**config.mk**
```make
export PLATFORM = sky130hd
export DESIGN_NAME = i2s_tx
export DESIGN_NICKNAME = d
export VERILOG_FILES = /design/src/rtl/i2s_tx.sv
export SDC_FILE = /design/constraint.sdc
export NUM_CORES = 1
export LEC_CHECK = 0
export CAP_MARGIN = 0
export CORE_MARGIN = 2
export CORE_UTILIZATION = 25
export DETAILED_ROUTE_END_ITERATION = 12
export SETUP_SLACK_MARGIN = 0.1
export SLEW_MARGIN = 20
export SYNTH_ARGS = -nofsm -noshare
export SYNTH_HDL_FRONTEND = slang
export SYNTH_SLANG_ARGS = --single-unit
```
**constraint.sdc**
```tcl
create_clock -name clk -period 6.4 [get_ports clk]
set_clock_uncertainty 0.1 [all_clocks]
set_input_delay 1.28 -clock clk [delete_from_list [all_inputs] [get_ports clk]]
set_output_delay 1.28 -clock clk [all_outputs]
set_load 0.03 [all_outputs]
```
**src/rtl/i2s_tx.sv**
```systemverilog
// Master-mode I2S / left-justified transmitter with an internal first-word-fall-through sample FIFO.
// SCK and WS are derived from clk by a prescaler. All data and framing updates happen on the SCK falling event.

module i2s_tx #(
   parameter int AW = 4
) (
   input  logic          clk,
   input  logic          rst,
   input  logic          en,
   input  logic [7:0]    sck_prescaler,
   input  logic          left_justified,
   input  logic [5:0]    sample_size,
   input  logic [1:0]    channels,
   input  logic          fifo_wr,
   input  logic [31:0]   fifo_wdata,
   input  logic          fifo_flush,
   output logic          fifo_full,
   output logic          fifo_empty,
   output logic [AW:0]   fifo_level,
   output logic          underflow,
   output logic          sck,
   output logic          ws,
   output logic          sdo
);

   localparam int              DEPTH      = 1 << AW;
   localparam logic [AW:0]     FULL_LEVEL = {1'b1, {AW{1'b0}}};
   localparam logic [AW:0]     LVL_ONE    = (AW+1)'(1);
   localparam logic [AW-1:0]   PTR_ONE    = AW'(1);

   // ---------------- sample FIFO ----------------
   logic [31:0]   mem_q [DEPTH];
   logic [AW-1:0] wr_ptr_q, wr_ptr_d;
   logic [AW-1:0] rd_ptr_q, rd_ptr_d;
   logic [AW:0]   level_q, level_d;
   logic [31:0]   fifo_rdata;
   logic          pop_req;
   logic          do_push;
   logic          do_pop;

   assign fifo_full  = (level_q == FULL_LEVEL);
   assign fifo_empty = (level_q == '0);
   assign fifo_level = level_q;
   assign fifo_rdata = mem_q[rd_ptr_q];

   // A pop frees a slot in the same clk, so a full FIFO still accepts a simultaneous push.
   assign do_pop  = pop_req & ~fifo_empty;
   assign do_push = fifo_wr & (~fifo_full | do_pop);

   always_comb begin
      // NOTE: every target gets a default first, so no path through the block can infer a latch.
      wr_ptr_d = wr_ptr_q;
      rd_ptr_d = rd_ptr_q;
      level_d  = level_q;
      if (fifo_flush) begin
         wr_ptr_d = '0;
         rd_ptr_d = '0;
         level_d  = '0;
      end else begin
         if (do_push) wr_ptr_d = wr_ptr_q + PTR_ONE;
         if (do_pop)  rd_ptr_d = rd_ptr_q + PTR_ONE;
         case ({do_push, do_pop})
            2'b10:   level_d = level_q + LVL_ONE;
            2'b01:   level_d = level_q - LVL_ONE;
            default: level_d = level_q;
         endcase
      end
   end

   // NOTE: registers use non-blocking assignments so each one samples pre-edge values of the others.
   always_ff @(posedge clk) begin
      if (rst) begin
         wr_ptr_q <= '0;
         rd_ptr_q <= '0;
         level_q  <= '0;
      end else begin
         wr_ptr_q <= wr_ptr_d;
         rd_ptr_q <= rd_ptr_d;
         level_q  <= level_d;
      end
   end

   // NOTE: sample storage is deliberately not reset; clearing the pointers and level discards its contents.
   always_ff @(posedge clk) begin
      if (do_push && !fifo_flush) mem_q[wr_ptr_q] <= fifo_wdata;
   end

   // ---------------- clock generation and serialiser ----------------
   logic [7:0]  presc_q, presc_d;
   logic        sck_q, sck_d;
   logic        ws_q, ws_d;
   logic        sdo_q, sdo_d;
   logic        dly_q, dly_d;
   logic        uf_q, uf_d;
   logic        lj_q, lj_d;
   logic [4:0]  bit_ctr_q, bit_ctr_d;
   logic [31:0] sr_q, sr_d;
   logic        tick;
   logic        fe;
   logic        boundary;
   logic        slot_sel;
   logic [5:0]  eff_size;
   logic [4:0]  pad_shift;

   assign tick     = en & (presc_q == 8'd0);
   assign fe       = tick & sck_q;
   assign boundary = fe & (bit_ctr_q == 5'd31);

   // The slot about to start belongs to the channel ws switches to: 0 = left, 1 = right.
   assign slot_sel  = ws_q ? channels[1] : channels[0];
   assign pop_req   = boundary & slot_sel;
   assign eff_size  = (sample_size == 6'd0 || sample_size > 6'd32) ? 6'd32 : sample_size;
   assign pad_shift = 5'(6'd32 - eff_size);

   always_comb begin
      presc_d   = presc_q;
      sck_d     = sck_q;
      ws_d      = ws_q;
      bit_ctr_d = bit_ctr_q;
      sr_d      = sr_q;
      dly_d     = dly_q;
      sdo_d     = sdo_q;
      lj_d      = lj_q;
      uf_d      = 1'b0;

      if (tick) begin
         presc_d = sck_prescaler;
         sck_d   = ~sck_q;
      end else if (en) begin
         presc_d = presc_q - 8'd1;
      end

      if (fe) begin
         bit_ctr_d = bit_ctr_q + 5'd1;
         if (boundary) begin
            ws_d = ~ws_q;
            lj_d = left_justified;
            uf_d = slot_sel & fifo_empty;
            if (slot_sel && !fifo_empty) sr_d = fifo_rdata << pad_shift;
            else                         sr_d = '0;
         end else begin
            sr_d = {sr_q[30:0], 1'b0};
         end

         // In I2S mode the extra delay stage lets a slot's last bit spill into the next slot.
         if (lj_d) begin
            sdo_d = sr_d[31];
         end else begin
            sdo_d = dly_q;
            dly_d = sr_d[31];
         end
      end
   end

   always_ff @(posedge clk) begin
      if (rst) begin
         presc_q   <= '0;
         sck_q     <= 1'b0;
         ws_q      <= 1'b1;
         sdo_q     <= 1'b0;
         dly_q     <= 1'b0;
         uf_q      <= 1'b0;
         lj_q      <= 1'b0;
         bit_ctr_q <= '0;
         sr_q      <= '0;
      end else begin
         presc_q   <= presc_d;
         sck_q     <= sck_d;
         ws_q      <= ws_d;
         sdo_q     <= sdo_d;
         dly_q     <= dly_d;
         uf_q      <= uf_d;
         lj_q      <= lj_d;
         bit_ctr_q <= bit_ctr_d;
         sr_q      <= sr_d;
      end
   end

   assign sck       = sck_q;
   assign ws        = ws_q;
   assign sdo       = sdo_q;
   assign underflow = uf_q;

endmodule

```
Fig. 1: run 1, clock wires, drivers and flops
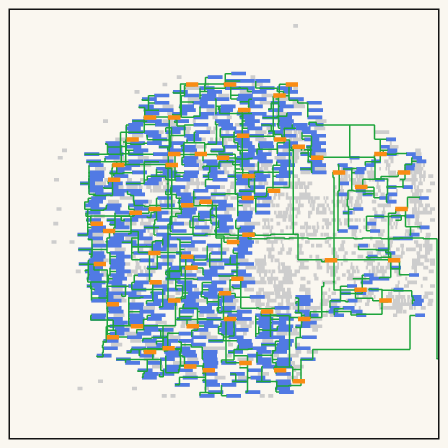
[orange] cells driving clock nets | count: 60
[green] clock wires | length: 7220 microns
[blue] flip-flops | count: 579
routed clock nets	61

Fig. 2: run 1, I/O pins on the die edge
Pins as bars across the die edge, other pins in grey.
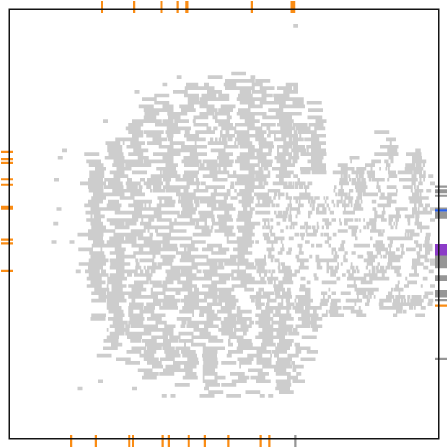
colour	port	pins	direction	edge
orange	fifo_wdata	32	input	11 south, 10 west, 10 north, 1 east
blue	en	1	input	east
purple	sample_size	6	input	east
all pins by edge	33 east, 12 south, 10 west, 10 north

Fig. 3: run 1, routed metal, one colour a layer
Two of the layers only.
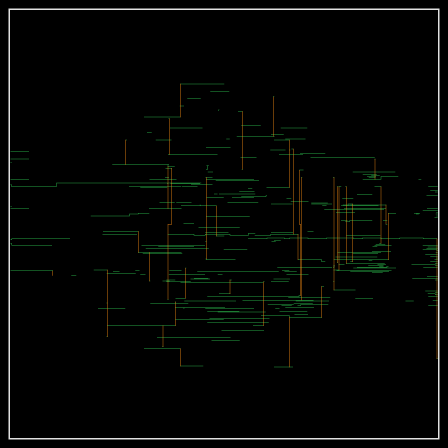
colour	layer	wire length
green	met3	4140 microns
orange	met4	1420 microns

==> results.sh, run 1 <==
# source this file to load flow results
export IMPL_status="completed"
export IMPL_first_pass_iters=5
export IMPL_rr_worst_depth=9
export IMPL_h_tree_depth=2
export IMPL_setup_viol=0
export IMPL_hold_start="bit_ctr_q[4]$_SDFFE_PP0P_"
export IMPL_critPathLaunch="en"
export IMPL_timing_critical_path_to="mem_q[3][24]$_DFFE_PP_"
export IMPL_critical_path_cell_count=8
export IMPL_hold_violations=0
export IMPL_logic_area_sq_um=7490
export IMPL_startpoint_type="input port"
export IMPL_n_tap_cell=1287
export IMPL_die_h_microns=318
export IMPL_crit_buf_inv=2
export IMPL_synthAdderAreaFrac=0.00742
export IMPL_dr_wl_met2_microns=30200
export IMPL_clk_latency_ns=0.66
export IMPL_clock_buffers=68
export IMPL_holdPathEnd="bit_ctr_q[4]$_SDFFE_PP0P_"
export IMPL_drt_met1_wl_microns=28800
export IMPL_grt_max_degree=70
export IMPL_clock_area_frac=0.0714
export IMPL_compound_area_frac=0.0775
export IMPL_path_cells="clkdlybuf4s50_1 -> nor4bb_1 -> nand3_1 -> nor2_1 -> o21a_1 -> nand2_1 -> nor2_4 -> buf_4"
export IMPL_largest_class="registers"
export IMPL_met2_usage=0.202
export IMPL_post_drt_wl_per_cell_microns=21.8
export IMPL_overflow=0
export IMPL_maxUsedRoutingLayer="met5"
export IMPL_cts_tree="built"
export IMPL_cpLargestDelayFamily="simple AND/OR/NAND/NOR gates"
export IMPL_drv_slew=0
export IMPL_drv_cap=0
export IMPL_dieWidth_microns=318
export IMPL_drtAntennaViolNets=0
export IMPL_comb_cells=849
export IMPL_non_clock_inverter_count=20
export IMPL_topCombFamilyByArea="multiplexers"
export IMPL_drive_above_1_share=0.178
export IMPL_min_period_ns=4.76
export IMPL_holdBufCountCts=0
export IMPL_syn_mean_instance_area_sq_um=15.9
export IMPL_gp_congestion=0.881
export IMPL_warnings=30
export IMPL_mux_area_frac=0.146
export IMPL_instances_no_fill=2953
export IMPL_syn_nets=1612
export IMPL_core_area_sq_um=98000
export IMPL_fmax_ghz=0.210
export IMPL_pre_cts_ws_ns=0.981
export IMPL_utilization=0.296
export IMPL_min_path_cells=2
export IMPL_buf_share=0.0345
export IMPL_grt_util_met3=0.0217
export IMPL_dp_hpwl_microns=40000
export IMPL_fillers=9580
export IMPL_crit_path_top_delay_cell="clkdlybuf4s50_1"
export IMPL_boundaryPins=65
export IMPL_synth_xor_area_share=0.00605
export IMPL_signal_buffers=107
export IMPL_diodes=1
export IMPL_fin_ws_ns=1.64
export IMPL_wl_microns=64500
export IMPL_hold_ws_ns=0.376
export IMPL_nNetsFinal=1685
export IMPL_ys_seq_frac=0.679
export IMPL_route_met3_wl_microns=4140
export IMPL_ys_sh_simple=0.0619
export IMPL_power_w=0.00831
export IMPL_dieArea_sq_um=101000
export IMPL_fin_area_sq_um=29000
export IMPL_synthFlopType="edfxtp_1"
export IMPL_top_usage_layer="met2"
export IMPL_cts_resized=0
export IMPL_ys_area_sq_um=24600
export IMPL_use_met1=0.177
export IMPL_cts_buffers=60
export IMPL_rrSetupSlack_ns=1.91
export IMPL_grt_pass1_wl_microns=97700
export IMPL_fin_setup_tns_ns=0
export IMPL_crit_required_ns=6.63
## run 1: synthesized netlist by cell type, types with 5 or more instances
library cell	count	share of area
mux2_2	13	0.0059
or2_2	5	0.0013
buf_1	9	0.0014
buf_6	7	0.0032
o31ai_1	9	0.0027
nand2b_1	10	0.0025
clkbuf_1	56	0.0085
nor3_1	21	0.0043
a21o_1	7	0.0021
edfxtp_1	512	0.62
nor2b_1	13	0.0033
nor2_1	109	0.017
nand4_1	7	0.0018
mux2i_1	79	0.032
and2_1	11	0.0028
buf_2	15	0.0030
buf_4	9	0.0027
ha_1	13	0.0066
a22oi_1	21	0.0064
mux4_2	118	0.11
a31oi_1	12	0.0030
and3_1	18	0.0046
a221oi_1	33	0.012
inv_1	19	0.0029
nand3_1	24	0.0049
a21oi_1	58	0.012
a211oi_1	11	0.0034
xor2_1	10	0.0036
o21ai_0	52	0.011
nor4_1	5	0.0013
a22o_1	6	0.0021
dfxtp_1	67	0.054
nand2_1	90	0.014
o22ai_1	9	0.0023
xnor2_1	7	0.0025
a211o_1	5	0.0018
o211ai_1	16	0.0049
## run 1: power breakdown
| part | switching, W | internal (W) |
|---|---|---|
| clock | 0.00149 | 0.00217 |
| sequential | 0.0000217 | 0.00414 |
| combinational | 0.000325 | 0.000168 |
| total | 0.00184 | 0.00647 |
## run 1: sequential cells by signal (all words and copies together), names as in the netlist, named ones only
register,flops
bit_ctr_q,5
wr_ptr_q,4
mem_q,512
underflow,1
fifo_level,5
rd_ptr_q,4
ws,1
dly_q,1
sck,1
presc_q,8
sdo,1
lj_q,1
sr_q,31
Fig. 4: run 1, placed cells, one colour a class
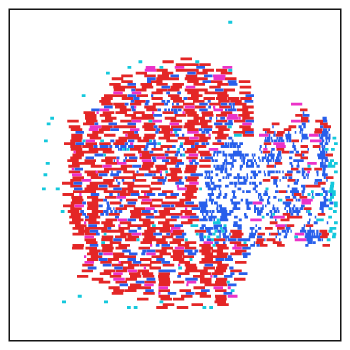

==> run 1 -> run 2 <==
==> constraint.sdc (replaced) <==
create_clock -name clk -period 3.8 [get_ports clk]
set_clock_uncertainty 0.1 [all_clocks]
set_input_delay 0.76 -clock clk [delete_from_list [all_inputs] [get_ports clk]]
set_output_delay 0.76 -clock clk [all_outputs]
set_load 0.03 [all_outputs]
Fig. 5: run 2, placed cells, one colour a class
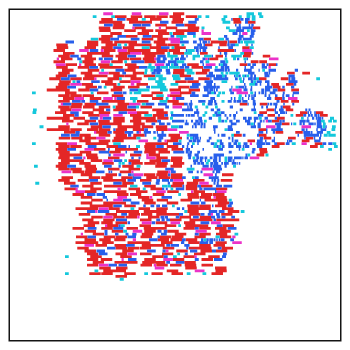
colour	class	cells	share of their area
magenta	clock drivers and dummy loads	112	6.8%
cyan	other buffers and delay cells	232	8.3%
red	flip-flops	579	58%
blue	all other logic	869	27%

Fig. 6: run 2, track usage over the die
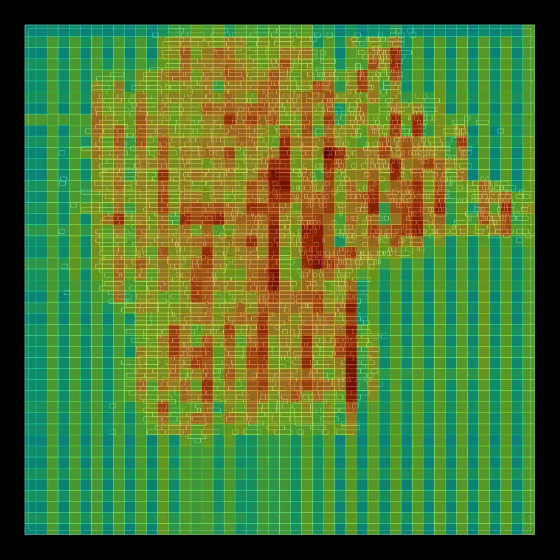
M1 GR Usage: 0.169
grt peak-use layer: met2
met2 Use GR: 0.223
Final Util: 0.310
GRT met3 Usage: 0.0220

==> run 2 against run 1 <==
- hold slack lost 0.0032 ns
- sequential power rose by 69%
- first-iteration DRC count up 22%
- sequential cell count stayed put
- register-to-register slack worse by 1.7 ns
- combinational power rose by 87%
- cell count is 4.3% higher
- total power increased by 66%
- clock power rose by about 60%
- critical endpoint is now sdo$_SDFFE_PP0P_
- highest routed layer unchanged
==> results.sh, run 2 <==
# source this file to load flow results
export IMPL_drv_slew=0
export IMPL_fillers=9515
export IMPL_synthAdderAreaFrac=0.00742
export IMPL_dr_wl_met2_microns=33300
export IMPL_fin_ws_ns=0.163
export IMPL_switching_share=0.226
export IMPL_pre_cts_ws_ns=-0.265
export IMPL_drt_met1_wl_microns=29000
export IMPL_syn_mean_instance_area_sq_um=15.9
export IMPL_fin_area_sq_um=30400
export IMPL_crit_required_ns=4.21
export IMPL_topCombFamilyByArea="multiplexers"
export IMPL_mux_area_frac=0.146
export IMPL_synthTopCellsByCount="edfxtp_1 (512), mux4_2 (118), nor2_1 (109)"
export IMPL_overflow=0
export IMPL_clk_latency_ns=0.66
export IMPL_p_comb_frac=0.067
export IMPL_synthFlopType="edfxtp_1"
export IMPL_gp_congestion=0.888
export IMPL_maxUsedRoutingLayer="met5"
export IMPL_synth_top_cell_area_share=0.625
export IMPL_hold_violations=0
export IMPL_top_register="mem_q"
export IMPL_status="completed"
export IMPL_nNetsFinal=1810
export IMPL_drv_cap=0
export IMPL_dieWidth_microns=318
export IMPL_grt_pass1_wl_microns=99400
export IMPL_h_tree_depth=2
export IMPL_route_met3_wl_microns=3720
export IMPL_boundaryPins=65
export IMPL_pwr_share_clk=0.424
export IMPL_core_area_sq_um=98000
export IMPL_hold_ws_ns=0.373
export IMPL_cts_tree="built"
export IMPL_synth_xor_area_share=0.00605
export IMPL_compound_area_frac=0.0775
export IMPL_first_pass_iters=5
export IMPL_fin_setup_tns_ns=0
export IMPL_power_w=0.0138
export IMPL_cellInternalPower_w=0.0107
export IMPL_wl_microns=67900
export IMPL_instances_no_fill=3080
export IMPL_setup_viol=0
export IMPL_ys_sh_simple=0.0619
export IMPL_cts_buffers=60
export IMPL_synthTopCellsByArea="edfxtp_1 (62%), mux4_2 (11%), dfxtp_1 (5.4%), mux2i_1 (3.2%), nor2_1 (1.7%)"
export IMPL_startpoint_type="register"
export IMPL_p_sw_w=0.00312
export IMPL_ys_area_sq_um=24600
export IMPL_min_period_ns=3.64
[run 2: worst paths after layout]
kind                                                 from                         to  slack [ns]  depth (start not counted)
worst max-delay path                             register           sdo$_SDFFE_PP0P_        0.16                          9
worst min-delay path            bit_ctr_q[4]$_SDFFE_PP0P_  bit_ctr_q[4]$_SDFFE_PP0P_        0.37                          2
worst max register to register                   register           sdo$_SDFFE_PP0P_        0.16                          9
worst min register to register  bit_ctr_q[4]$_SDFFE_PP0P_  bit_ctr_q[4]$_SDFFE_PP0P_        0.37                          2
[run 2: area by class of cell]
| cell class | count | area share |
|---|---|---|
| tap | 1287 | 0.0530 |
| multi-input combinational | 849 | 0.250 |
| inverter | 20 | 0.00247 |
| antenna | 1 | 0.0000824 |
| clock buffer | 77 | 0.0523 |
| clock inverter | 35 | 0.0121 |
| sequential | 579 | 0.551 |
| timing repair buffer | 232 | 0.0789 |
[run 2: power groups by stage]
stage          Clock (W)  Sequential [W]  Combinational (W)
2_1_floorplan          0         0.00714           0.000477
3_3_place_gp           0         0.00714           0.000898
3_5_place_dp           0         0.00714           0.000908
4_1_cts          0.00597         0.00701           0.000913
5_1_grt          0.00618         0.00701            0.00100
6_report         0.00585         0.00701           0.000922
[run 2: critical path, stage by stage (launching register included)]
cell and delay, ns:
dfxtp_4 0.61, buf_16 0.22, mux4_2 0.30, mux2_2 0.34, mux4_2 0.48, o32a_1 0.23
a311oi_2 0.32, a21oi_1 0.15, or4_1 0.55, a32o_1 0.22
[run 2: cell families (layout without fill, tap and decap cells)]
group	after synthesis	after routing
xor+xnor	17	17
simple gates	328	328
buf+inv	116	364
other cells	0	1
fa+ha+maj	14	14
flops	579	579
compound gates	280	280
mux	210	210
[run 2: repair_timing]
item	4_1_cts	5_1_grt
buffers inserted	2	2
cloned	0	0
endpoints found under the setup margin	20	18
gates resized	3	13
Fig. 7: run 2, I/O pins on the die edge
Pins as bars across the die edge, other pins in grey.
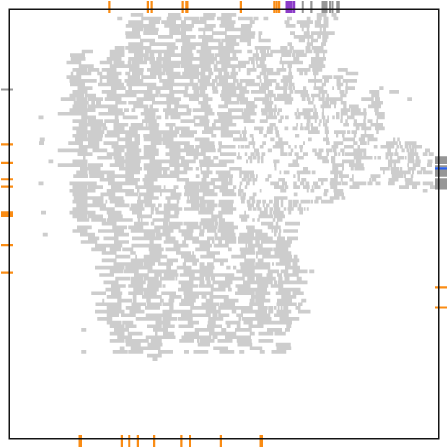

==> run 2 -> run 3 <==
--- a/config.mk
+++ b/config.mk
@@ -7,7 +7,7 @@
 export LEC_CHECK = 0
 export CAP_MARGIN = 0
 export CORE_MARGIN = 2
-export CORE_UTILIZATION = 25
+export CORE_UTILIZATION = 45
 export DETAILED_ROUTE_END_ITERATION = 12
 export SETUP_SLACK_MARGIN = 0.1
 export SLEW_MARGIN = 20
Fig. 8: run 3, I/O pins on the die edge
Pins as bars across the die edge, other pins in grey.
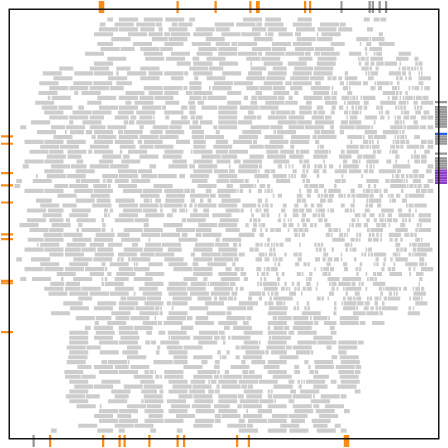
colour	port	pins	direction	edge
orange	fifo_wdata	32	input	12 south, 10 north, 10 west
purple	sample_size	6	input	east
blue	en	1	input	east

Fig. 9: run 3, track usage over the die
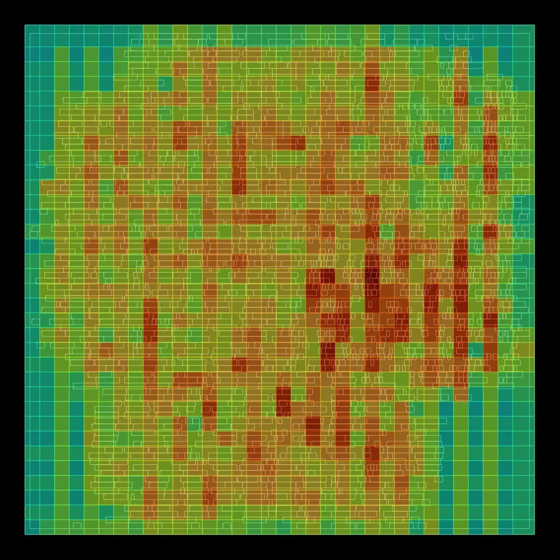
WL/cell: 25.4 microns
met2 Use GR: 0.351
M1 GR Usage: 0.323

==> run 3 against run 2 <==
- total power shrank 1.5%
- register-to-register slack gained 0.06 ns
- maximum frequency grew 1.6%
- cell count shrank 20%
- utilization grew 23 points
- first-iteration DRC count shrank 12%
- combinational power shrank 4.3%
- sequential cell count is the same
- area after synthesis is the same
- critical path type unchanged
==> results.sh, run 3 <==
# source this file to load flow results
export IMPL_boundaryPins=65
export IMPL_crit_buf_inv=3
export IMPL_holdPathEnd="bit_ctr_q[4]$_SDFFE_PP0P_"
export IMPL_min_path_cells=2
export IMPL_utilization=0.544
export IMPL_min_period_ns=3.58
export IMPL_power_clock_w=0.00568
export IMPL_largest_class="registers"
export IMPL_top_usage_layer="met2"
export IMPL_top_area_cell="edfxtp_1"
export IMPL_reg_top3="mem_q: 512 flops, sr_q: 31 flops, presc_q: 8 flops"
export IMPL_flops=579
export IMPL_drtAntennaViolNets=0
export IMPL_comb_cells=849
export IMPL_dp_hpwl_microns=40400
export IMPL_crit_path_max_incr_delay_ns=0.58
export IMPL_fillers=4242
export IMPL_most_common_cell="edfxtp_1"
export IMPL_rr_worst_depth=12
export IMPL_clock_area_frac=0.0647
export IMPL_crit_path_top_delay_cell="mux4_2"
export IMPL_pre_cts_ws_ns=-0.221
export IMPL_largestPowerGroup="sequential cells"
export IMPL_grt_pass1_wl_microns=93600
export IMPL_synthFlopType="edfxtp_1"
export IMPL_cpLargestDelayFamily="multiplexers"
export IMPL_cellInternalPower_w=0.0106
export IMPL_grt_max_degree=43
export IMPL_fin_area_sq_um=29300
export IMPL_nNetsFinal=1791
export IMPL_cts_tree="built"
export IMPL_status="completed"
export IMPL_dieArea_sq_um=56600
export IMPL_wl_microns=62700
export IMPL_comb_area_frac=0.257
export IMPL_overflow=0
export IMPL_hold_violations=0
export IMPL_diodes=1
export IMPL_p_seq_frac=0.517
export IMPL_drv_slew=0
export IMPL_switching_share=0.219
export IMPL_top_register="mem_q"
export IMPL_first_pass_iters=5
export IMPL_p_comb_frac=0.065
export IMPL_drt_met1_wl_microns=27700
export IMPL_path_cells="buf_12 -> buf_12 -> buf_12 -> mux4_2 -> mux4_2 -> a21oi_1 -> o31ai_1 -> nand2_1 -> o311a_1 -> a21oi_1 -> or4_1 -> a32o_1"
export IMPL_n_tap_cell=696
export IMPL_clock_buffers=75
export IMPL_clk_latency_ns=0.62
export IMPL_crit_required_ns=4.22
export IMPL_syn_mean_instance_area_sq_um=15.9
export IMPL_drv_cap=0
[run 3: netlist changes by cell type in the layout (fill, tap and decap cells not counted), sizes merged]
| cell | before | now |
|---|---|---|
| buf | 168 | 150 |
| clkbuf | 77 | 75 |
| inv | 23 | 21 |
| clkinv | 24 | 25 |
| clkinvlp | 3 | 4 |
[run 3: worst max-delay path by stage]
stage,cells after the start,to,slack (ns)
after floorplan,7,mem_q[7][0]$_DFFE_PP_,-0.003
after global placement,13,sdo$_SDFFE_PP0P_,-0.13
after detailed placement,14,sr_q[29]$_SDFFE_PP0P_,-0.22
after CTS,11,sdo$_SDFFE_PP0P_,0.10
after global routing,12,sdo$_SDFFE_PP0P_,0.11
final,12,sdo$_SDFFE_PP0P_,0.22
[run 3: logic make-up after synthesis]
| logic type | count (synthesis) | share of synthesized area |
|---|---|---|
| simple gates | 328 | 0.0619 |
| compound gates | 280 | 0.0775 |
| flops | 579 | 0.679 |
| fa+ha+maj | 14 | 0.00742 |
| mux | 210 | 0.146 |
| buf+inv | 116 | 0.0220 |
| xor+xnor | 17 | 0.00605 |
[run 3: repair_timing]
action	4_1_cts	5_1_grt
buffers inserted	0	12
hold buffers	0	0
endpoints found under the setup margin	1	10
pin swaps	0	0
endpoints found under the hold margin	0	0
gates resized	2	0
[run 3: stage by stage]
| step | total power [W] | TNS (ns) | hold WS [ns] | cells |
|---|---|---|---|---|
| CTS | 0.0137 | 0 | 0.367 | 2456 |
| global route | 0.0140 | 0 | 0.407 | 2468 |
| finish | 0.0136 | 0 | 0.360 | 2469 |
| floorplan | 0.00762 | -0.320 | 0.341 | 1544 |
| global placement | 0.00800 | -0.153 | 0.349 | 2346 |
| detailed placement | 0.00801 | -0.744 | 0.359 | 2346 |
Power and IR drop assume default switching activity.
